==> config.mk <==
export PLATFORM = sky130hd
export DESIGN_NAME = joypad_conditioner_flat
export DESIGN_NICKNAME = d
export VERILOG_FILES = /design/src/rtl/joypad_conditioner_pkg.sv /design/src/rtl/joypad_conditioner_if.sv /design/src/rtl/joypad_conditioner_debounce_cell.sv /design/src/rtl/joypad_conditioner.sv /design/src/flat_wrapper.sv
export SDC_FILE = /design/constraint.sdc
export NUM_CORES = 1
export LEC_CHECK = 0
export ABC_AREA = 1
export ABC_CLOCK_PERIOD_IN_PS = 1530
export CAP_MARGIN = 25
export CORE_AREA = 2 2 111 113
export CTS_BUF_LIST = sky130_fd_sc_hd__clkbuf_8
export DETAILED_ROUTE_END_ITERATION = 8
export DIE_AREA = 0 0 113 115
export PLACE_DENSITY = 0.74
export SYNTH_ARGS = -nofsm -noshare
export SYNTH_HDL_FRONTEND = slang
export SYNTH_SLANG_ARGS = --single-unit
==> constraint.sdc <==
create_clock -name clk -period 1.53 [get_ports clk]
set_clock_uncertainty 0.15 [all_clocks]
set_input_delay 0.306 -clock clk [delete_from_list [all_inputs] [get_ports clk]]
set_output_delay 0.306 -clock clk [all_outputs]
set_load 0.02 [all_outputs]
**Floorplan with the power grid**

Bar = 20 um. Pins as bars on the die edge. Tap cells in grey.
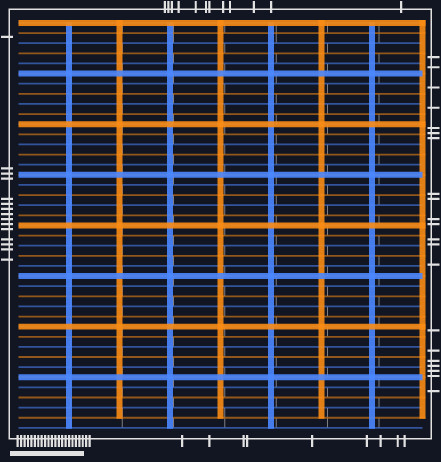
Key: blue = VSS; orange = VDD
8 straps on met5. 8 straps on met4. The core has 40 rows. 41 met1 rails follow the rows.
Worst VDD drop: 609 uV
Die X: 113 um
die height: 115 um
core area: 0.0118 sq mm

**Placement by cell class**

Bar = 20 um.
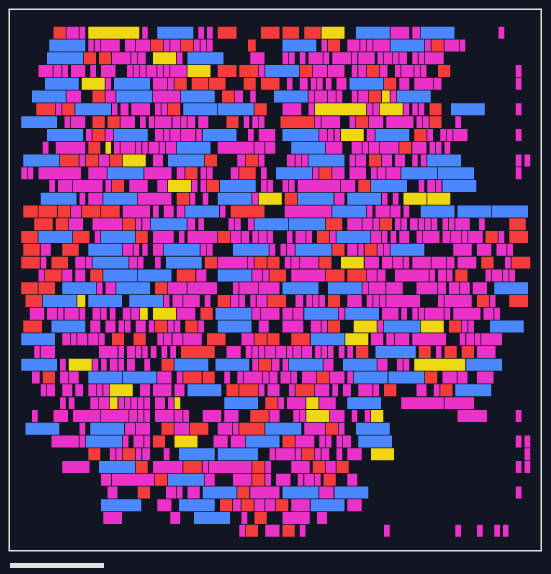
Key: yellow = clock drivers and dummy loads [cells 32]; red = remaining buffers and delay cells [cells 158]; magenta = combinational and other logic [cells 628]; blue = sequential cells [cells 116]
sequential share of cell area: 28.9%
post-route cell area: 0.00827 sq mm
fin util: 70.0%
number of cell rows: 40

**Routed clock nets over the placement**

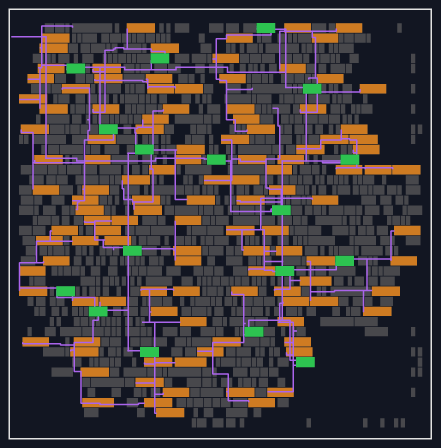
Key: purple = clock wires [length 1,510 um]; orange = flip-flops [count 116]; green = clock drivers [count 17]
There are 18 routed clock nets. Position of the flops: spread over the die.
clock power share: 47.6%
clk ins delay skew pair: 0.46 ns
Clk power: 3.01 mW

==> reports/qor.yml <==
status:
  status: "finished with violations"
  violations: "DRC, setup timing"
min_path:
  worstHoldPathCells: 2
  hold_class: "input pin to flip-flop"
place:
  placed_area_sq_mm: 0.00692
  post-place-ws_ns: -0.694
  gp_congestion: 0.827
  placed_cells: 1019
  port_buffers: 34
  hpwl_um: 8870
cells_and_area:
  combAreaFraction_pct: 43.3
  largestClassByArea: "logic gates"
  seq_area_sq_mm: 0.00239
  nonClkBufAreaFrac_pct: 16.7
  largest_reg_flops: 90
  layout.cells.non_filler: 1082
  signal_buffers: 158
  fillers: 842
  final_cell_mix: "nand2_1 (135), buf_4 (107), nor2_1 (77)"
  area_delta_synth_final_pct: 45.0
  drive_gt1_share_pct: 42.6
  flop-count: 116
  diodes: 1
  inv_count: 83
  clock_buffers: 21
  fin_nets: 967
  clkCellAreaFrac_pct: 5.10
  nMultiInputCombCells: 545
  combGateArea_sq_mm: 0.00358
  lay_top_count: "nand2_1"
clock_tree:
  clock-sinks: 116
  cts-buffers-inserted: 17
  post_cts_resize_count: 150
  cts_tree: "built"
  clk_path_buf_depth: 2
  clockRootBuffer: "clkbuf_8"
  post_cts_buffers: 13
  hold_buffers: 0
  htreeDepth: 4
  clkTransAtPathRegs_ns: 0.07
power_and_ir_drop:
  switching_share_pct: 22.4
  p_seq_mw: 3.04
  p_comb_share_pct: 4.3
  power_leader: "sequential cells"
  switching_power_mw: 1.41
  power.density_mw_per_mm2: 764
  total_power_mw: 6.32
  pg_comb_mw: 0.273
  internal_power_mw: 4.91
  cellLeakagePower_nw: 3.29
  seqPwrFrac_pct: 48.1
global_routing:
  grt_usage_pct: 21.2
  grt_pass1_wl_um: 22000
  antenna_found_initial: 0
  grt_max_degree: 21
  grt_pass1_vias: 4946
  grt_overflow: 0
routing:
  first_iter_violations: 255
  wirelength_um: 14700
  dr.pass1.iters: 7
  avgViaCountPerCell: 4.94
  wl_per_cell_um: 13.5
  drc: 6
  vias: 5345
  drtAntennaViolNets: 0
sta:
  period_used_pct: 109
  finalHoldViolCount: 0
  clock.fmax_mhz: 598
  timing.setup.tns_ns: -0.748
  worst_slack_ns: -0.144
  drv_slew: 0
  period_needed_ns: 1.67
  whs_ns: 0.251
  rsz0062_at_grt: "true"
  setup_viol: 30
setup_path:
  path_class: "flip-flop to flip-flop"
  cp_data_arrival_time_ns: 1.90
  reg2reg_depth: 6
  start_kind: "flip-flop"
  worst_path_max_delay_cell: "or3_1"
  worstPathRequired_ns: 1.76
  critPathMaxStageDelay_ns: 0.39
  endpoint_kind: "flip-flop"
  cp_max_fo: 4
  rrSetupSlack_ns: -0.14
  crit_path_cell_trace: "buf_6, nand3_4, nor2_4, nand4_1, or3_1, a21oi_1"
synth:
  postSynthSeqShare_pct: 40.7
  mux_share_pct: 0
  simple_gate_share_pct: 36.0
  syn_avg_cell_area_sq_um: 7.54
  ys_ff: 116
  synthTopLogicFamily: "simple AND/OR/NAND/NOR gates"
  yosys.area_share.adder_pct: 1.10
  syn-cell-area_sq_mm: 0.00570
  synth_stat.cells: 756
  yosys_area_sq_mm: 0.00570
  yosys_warnings: 0
  postSynthCellCount: 756
  yosysTopAreaCell: "dfxtp_1"
  ys_types: 40
  synthXorXnorAreaFrac_pct: 7.22
  ys_sh_aoi_pct: 4.96
  topCellsByArea: "dfxtp_1 (41%), nand2_1 (9.7%), nor2_1 (7.6%)"
  top_area_share_pct: 40.7
die:
  fp-utilization_pct: 48.3
  nWellTaps: 147
  chip_area_sq_mm: 0.0130
  io_pins: 79
run:
  warning_count: 51
  maxCapViolCount: 0
metal layers:
layer  up-vias  track usage [%]  routed length (um)
met5         -                0                   0
li1       2687                -                   -
met3        33             5.43                 658
met1      2496             26.0                6170
met4         0             8.13                 399
met2       129             35.9                7430
cell usage after synthesis, drive strengths merged:
cell type	number
nor4	1
nand2	158
a21o	1
nor3	17
inv	82
buf	33
xor2	32
a21oi	34
or3	1
clkbuf	3
xnor2	15
o21bai	2
and3	2
a31oi	2
nand3	50
nor3b	5
dfxtp	116
a211oi	3
ha	5
o21ai	11
conb	1
nand4	21
nand3b	5
nor2	135
or2	20
clkinv	1
worst max-delay path: cells and delay by family (launching register included):
kind | cells | cell delay, ns
compound gates | 1 | 0.15
buf+inv | 1 | 0.11
flops | 1 | 0.36
simple gates | 4 | 0.82
Power and IR drop assume default switching activity.
